==> src/rtl/day05_range_query_scheduler.sv <==
// day05_range_query_scheduler
//   Shares one merged-range lookup table and its binary-search engine among
//   N_REQ requesters. Requests are granted round-robin, one query is in flight
//   at a time, and every completed query returns a one-cycle hit/miss strobe
//   tagged with the requester ID. Running hit and query totals are kept.
//
// Ports
//   clk, rst     clock, synchronous active-high reset
//   req_valid    per-requester query valid (held until req_ready)
//   req_value    requester i value at [i*VAL_W +: VAL_W]
//   req_ready    one-hot accept pulse, combinational in the ARB state
//   resp_valid   one-cycle response strobe
//   resp_id      requester the response belongs to
//   resp_hit     1 = value lies inside some table range
//   tbl_ready    table contents and tbl_count are valid and stable
//   tbl_count    number of table entries
//   tbl_addr     registered table read address
//   tbl_rdata    table[tbl_addr] = {low, high}, both inclusive
//   hit_count    total hits (wraps at 2^64)
//   query_count  total completed queries (wraps at 2^64)
module day05_range_query_scheduler #(
  parameter int N_REQ           = 4,
  parameter int LOG2_N_REQ      = 2,
  parameter int VAL_W           = 64,
  parameter int LOG2_MAX_RANGES = 8
) (
  input  logic                       clk,
  input  logic                       rst,
  input  logic [N_REQ-1:0]           req_valid,
  input  logic [N_REQ*VAL_W-1:0]     req_value,
  output logic [N_REQ-1:0]           req_ready,
  output logic                       resp_valid,
  output logic [LOG2_N_REQ-1:0]      resp_id,
  output logic                       resp_hit,
  input  logic                       tbl_ready,
  input  logic [LOG2_MAX_RANGES:0]   tbl_count,
  output logic [LOG2_MAX_RANGES-1:0] tbl_addr,
  input  logic [2*VAL_W-1:0]         tbl_rdata,
  output logic [63:0]                hit_count,
  output logic [63:0]                query_count
);

  // Search indices carry one bit of headroom beyond the signed table index so
  // that low = addr+1 past the last possible entry cannot wrap negative; -1 is
  // still representable for an empty table or a miss below entry 0.
  localparam int IDX_W = LOG2_MAX_RANGES + 2;

  typedef enum logic [1:0] {ARB, LOOP, EVAL, RESP} state_e;

  state_e                     state_q, state_d;
  logic [LOG2_N_REQ-1:0]      rr_ptr_q, rr_ptr_d;
  logic [LOG2_N_REQ-1:0]      id_q, id_d;
  logic                       hit_q, hit_d;
  logic [LOG2_MAX_RANGES-1:0] addr_q, addr_d;
  logic [63:0]                hit_cnt_q, hit_cnt_d;
  logic [63:0]                qry_cnt_q, qry_cnt_d;
  logic [VAL_W-1:0]           val_q, val_d;
  logic signed [IDX_W-1:0]    low_q, low_d;
  logic signed [IDX_W-1:0]    high_q, high_d;

  logic                       grant_any;
  logic                       do_grant;
  logic [LOG2_N_REQ-1:0]      grant_id;
  logic [LOG2_N_REQ-1:0]      scan_idx;
  logic signed [IDX_W-1:0]    mid;
  logic signed [IDX_W-1:0]    addr_ext;
  logic [VAL_W-1:0]           low_b;
  logic [VAL_W-1:0]           high_b;

  assign low_b    = tbl_rdata[2*VAL_W-1:VAL_W];
  assign high_b   = tbl_rdata[VAL_W-1:0];
  assign addr_ext = $signed({2'b00, addr_q});

  // Round-robin scan starting just after the last granted requester.
  always_comb begin
    // NOTE: every variable written here is given a value before any branch,
    // so no path through the block can infer a latch.
    grant_any = 1'b0;
    grant_id  = '0;
    scan_idx  = '0;
    for (int k = 1; k <= N_REQ; k++) begin
      scan_idx = LOG2_N_REQ'((int'(rr_ptr_q) + k) % N_REQ);
      if (!grant_any && req_valid[scan_idx]) begin
        grant_any = 1'b1;
        grant_id  = scan_idx;
      end
    end
  end

  assign do_grant  = (state_q == ARB) && tbl_ready && grant_any;
  assign req_ready = do_grant ? (N_REQ'(1) << grant_id) : '0;

  always_comb begin
    state_d   = state_q;
    rr_ptr_d  = rr_ptr_q;
    id_d      = id_q;
    hit_d     = hit_q;
    addr_d    = addr_q;
    hit_cnt_d = hit_cnt_q;
    qry_cnt_d = qry_cnt_q;
    val_d     = val_q;
    low_d     = low_q;
    high_d    = high_q;
    mid       = low_q + ((high_q - low_q) >>> 1);

    unique case (state_q)
      ARB: begin
        if (do_grant) begin
          rr_ptr_d = grant_id;
          id_d     = grant_id;
          val_d    = req_value[int'(grant_id)*VAL_W +: VAL_W];
          hit_d    = 1'b0;
          low_d    = '0;
          // An empty table yields high = -1, so LOOP reports a miss at once.
          high_d   = $signed({1'b0, tbl_count}) - IDX_W'(1);
          state_d  = LOOP;
        end
      end
      LOOP: begin
        if (low_q > high_q) begin
          hit_d   = 1'b0;
          state_d = RESP;
        end else begin
          addr_d  = LOG2_MAX_RANGES'(mid);
          state_d = EVAL;
        end
      end
      EVAL: begin
        // Both bounds inclusive; only plain compares, no value+1 arithmetic.
        if (val_q >= low_b && val_q <= high_b) begin
          hit_d   = 1'b1;
          state_d = RESP;
        end else if (val_q < low_b) begin
          high_d  = addr_ext - IDX_W'(1);
          state_d = LOOP;
        end else begin
          low_d   = addr_ext + IDX_W'(1);
          state_d = LOOP;
        end
      end
      RESP: begin
        qry_cnt_d = qry_cnt_q + 64'd1;
        if (hit_q) hit_cnt_d = hit_cnt_q + 64'd1;
        state_d = ARB;
      end
      default: state_d = ARB;
    endcase
  end

  // NOTE: state registers use non-blocking assignments so every flop samples
  // the pre-edge values of the others, matching real hardware.
  always_ff @(posedge clk) begin
    if (rst) begin
      state_q   <= ARB;
      rr_ptr_q  <= LOG2_N_REQ'(N_REQ - 1);
      id_q      <= '0;
      hit_q     <= 1'b0;
      addr_q    <= '0;
      hit_cnt_q <= '0;
      qry_cnt_q <= '0;
    end else begin
      state_q   <= state_d;
      rr_ptr_q  <= rr_ptr_d;
      id_q      <= id_d;
      hit_q     <= hit_d;
      addr_q    <= addr_d;
      hit_cnt_q <= hit_cnt_d;
      qry_cnt_q <= qry_cnt_d;
    end
  end

  // NOTE: the search datapath is left unreset; it is always loaded on a grant
  // before the FSM reads it.
  always_ff @(posedge clk) begin
    val_q  <= val_d;
    low_q  <= low_d;
    high_q <= high_d;
  end

  assign resp_valid  = (state_q == RESP);
  assign resp_id     = id_q;
  assign resp_hit    = hit_q;
  assign tbl_addr    = addr_q;
  assign hit_count   = hit_cnt_q;
  assign query_count = qry_cnt_q;

endmodule

==> config.mk <==
export PLATFORM = sky130hd
export DESIGN_NAME = day05_range_query_scheduler
export DESIGN_NICKNAME = d
export VERILOG_FILES = /design/src/rtl/day05_range_query_scheduler.sv
export SDC_FILE = /design/constraint.sdc
export NUM_CORES = 1
export LEC_CHECK = 0
export ABC_AREA = 1
export CAP_MARGIN = 5
export CORE_MARGIN = 2
export CORE_UTILIZATION = 30
export CTS_CLUSTER_DIAMETER = 100
export DETAILED_ROUTE_END_ITERATION = 8
export HOLD_SLACK_MARGIN = 0.06
export PLACE_DENSITY = 0.65
export SLEW_MARGIN = 10
export SYNTH_ARGS = -nofsm -noshare
export SYNTH_HDL_FRONTEND = slang
export SYNTH_SLANG_ARGS = --single-unit
==> constraint.sdc <==
create_clock -name clk -period 5.79 [get_ports clk]
set_input_delay 1.158 -clock clk [delete_from_list [all_inputs] [get_ports clk]]
set_output_delay 1.158 -clock clk [all_outputs]
set_load 0.02 [all_outputs]
Figure 1. Cell sizes after repair.
(1.5 px per um)
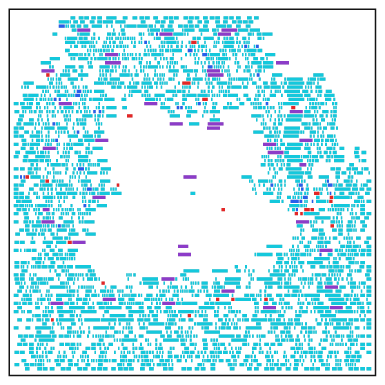
[x6 and larger] purple | cells: 39 | most used: clkbuf_16
[x3 and x4] red | cells: 25 | most used: buf_4
[x1 and smaller] cyan | cells: 2955 | most used: nand2_1
[x2] blue | cells: 40 | most used: nor2_2

Figure 2. Nets reached from selected ports.
(1.5 px per um)
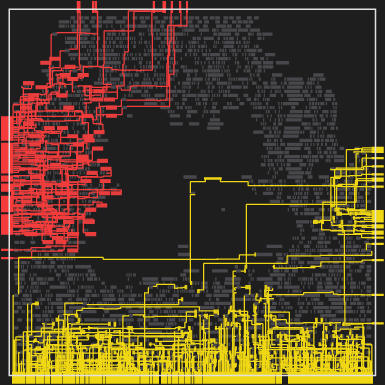
[`query_count`] red | direction: output | edge: 54 left, 10 top | end cells: 64 | buffers: 64 | wire: 5040 um
[`req_value`] yellow | direction: input | edge: 232 bottom, 24 right | end cells: 256 | buffers: 256 | wire: 10100 um

Figure 3. Placement view.
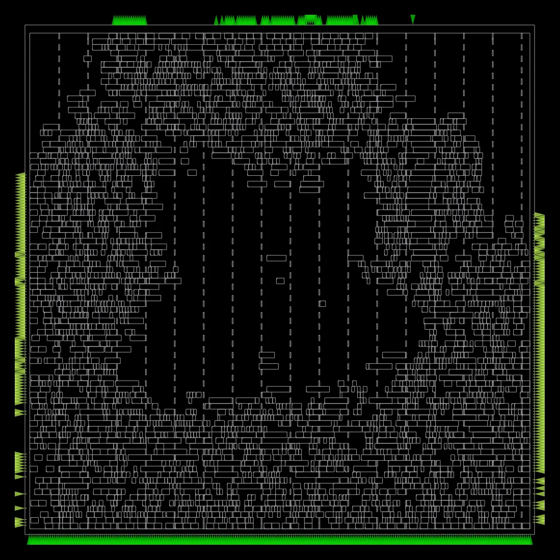
n_taps: 756
num sequential: 226
standard cell core area: 0.0565 mm2
share of the final layout cell area in sequential cells: 22.0%

per-layer routing:
metal	vias to the layer above	track usage, %
li1	9265	-
met1	8357	31.2
met2	626	33.5
met3	92	4.67
met4	10	5.65
met5	-	0
power by group through the flow:
stage | clock network (mW) | registers (mW) | logic [mW]
finish | 2.01 | 2.74 | 6.13
global route | 2.12 | 2.78 | 6.97
CTS | 2.06 | 2.73 | 6.14
detailed placement | 0 | 2.76 | 6.10
global placement | 0 | 2.76 | 6.03
floorplan | 0 | 2.59 | 4.63
through the flow:
stage	cells	hold slack, ns	util, %	worst slack (ns)
6_report	3822	0.497	43.0	0.648
5_1_grt	3821	0.529	43.0	0.260
4_1_cts	3815	0.496	43.0	0.554
3_5_place_dp	3761	0.486	41.1	0.568
3_3_place_gp	3761	0.480	41.1	0.590
2_1_floorplan	2523	0.490	-	0.774
critical path, delay by kind of cell:
family | cells | cell delay [ns]
compound gates | 2 | 0.35
buf+inv | 5 | 1.66
simple gates | 6 | 0.80
worst max path at each step:
| stage | startpoint | cells after the start | endpoint | slack [ns] |
|---|---|---|---|---|
| 2_1_floorplan | req_valid[3] | 10 | req_ready[2] | 0.77 |
| 3_3_place_gp | req_valid[1] | 13 | req_ready[2] | 0.59 |
| 3_5_place_dp | req_valid[1] | 13 | req_ready[2] | 0.57 |
| 4_1_cts | req_valid[1] | 13 | req_ready[2] | 0.55 |
| 5_1_grt | req_valid[1] | 13 | req_ready[2] | 0.26 |
| 6_report | req_valid[1] | 13 | req_ready[2] | 0.65 |
cell type report:
class | count | area (um2)
timing repair buffer | 554 | 5510
multi-input combinational | 1855 | 10000
sequential | 226 | 5360
antenna | 7 | 17.5
inverter | 370 | 1400
clock buffer | 37 | 826
fill | 5743 | 32200
clock inverter | 17 | 233
tap | 756 | 946
state kept, by name, summed over array words and instances, names as in the netlist:
signal       count
resp_id          2
resp_hit         1
state_q          2
high_q          10
query_count     64
val_q           64
hit_count       64
low_q            9
tbl_addr         8
rr_ptr_q         2
cell usage after synthesis, drive strengths merged (3+ instances only):
cell type / n / area [um2]
a211oi: 3 / 22.5
a21o: 5 / 37.5
a21oi: 144 / 721
a31oi: 9 / 56.3
buf: 51 / 335
clkbuf: 21 / 78.8
dfxtp: 143 / 2860
edfxtp: 83 / 2490
ha: 157 / 1960
inv: 369 / 1390
nand2: 649 / 2460
nand3: 287 / 1440
nand3b: 7 / 52.6
nand4: 42 / 269
nor2: 258 / 1010
nor3: 76 / 427
nor3b: 10 / 80.1
nor4: 15 / 93.8
o211ai: 4 / 30.0
o21a: 5 / 37.5
o21ai: 87 / 439
o21bai: 5 / 37.5
xnor2: 24 / 210
xor2: 61 / 542
kinds of logic (layout without fill, tap and decap cells):
logic type / Yosys count / count (layout) / synth area share [%]
adder cells (fa/ha/maj): 159 / 159 / 11.7
other: 0 / 7 / 0
AND-OR/OR-AND: 264 / 264 / 8.14
buffers and inverters: 442 / 978 / 10.5
AND/OR/NAND/NOR: 1347 / 1347 / 34.1
flip-flops: 226 / 226 / 31.2
XOR/XNOR: 85 / 85 / 4.38
==> Slide: Implementation Results <==
Flow Results at a Glance

Outcome
  – Outcome: finished, final reports clean

Detailed routing
  – Aggregate routed wire length: 67200 um
  – Pre-Repair DR Iteration Count: 5
  – Highest metal layer used by the detailed router: met5
  – Avg Vias per Cell: 4.80
  – Remaining design rule violation count: 0
  – Via total after detailed routing: 18350

Worst setup path
  – Worst Path Arrival: 3.98 ns
  – Data required time at the worst endpoint: 4.63 ns
  – Crit end category: primary output
  – Critical Path, Cell by Cell: clkdlybuf4s50_1 -> inv_1 -> nand2_1 -> o21ai_1 -> o21ai_1 -> nor2_1 -> nand3_1 -> nand3_1 -> clkinv_2 -> nand2_1 -> nor2_1 -> buf_4 -> clkdlybuf4s50_1
  – Critical path startpoint category: input port
  – Master of the slowest instance on the critical path: sky130_fd_sc_hd__clkdlybuf4s50_1

Layout
  – Layout-stage area growth over the synthesis result: 41.6%
  – Final instance area: 0.0243 mm2
  – NumNets Final: 3595
  – Dominant logic cell types in the final layout: sky130_fd_sc_hd__nand2_1 (640), sky130_fd_sc_hd__clkdlybuf4s50_1 (542), sky130_fd_sc_hd__inv_1 (363)

Die
  – Number of placed I/O pins: 544
  – Horizontal die dimension: 243 um
  – Floorplan die area: 0.0592 mm2
  – Init Core Util: 30.4%

Clock tree
  – H-tree depth: 1
  – CTS Buffer Depth: 3
  – Post-CTS setup buffer count: 0

Pwr
  – Psw: 5.17 mW
  – Clock share of power: 18.4%
  – Internal cell power: 5.71 mW
  – Flop pwr share: 25.2%
  – Worst supply voltage drop on vdd: 0.461 mV
  – Total power draw: 10.9 mW
  – Leakage power of the design: 10.3 nW

Min path
  – Number of cells on the worst hold path: 2

Yosys
  – Number of distinct library cells after synthesis: 47
  – Cell count after synthesis: 2523
  – Cell area after synthesis: 0.0172 mm2
  – EDFF count, synth: 83
  – Avg Synthesized Cell Area: 6.81 um2

Global route
  – Vias in the first global route: 17240
  – Aggregate global-route resource usage: 21.9%

Place
  – Sum of net half-perimeters after detailed placement: 54000 um
  – Standard cell area after detailed placement: 0.0232 mm2
  – PortBufs: 543

Timing
  – Slew at the pin closest to its max-slew limit: 0.927 ns
  – Slew headroom: 38.2%
  – Setup repair after global routing missed its margin: false
  – Shortest period the worst path allows: 5.14 ns
  – # setup viols final: 0

Job
  – Maximum Capacitance Violations: 0
No activity file was given, so power comes from the tool's default toggle rates.
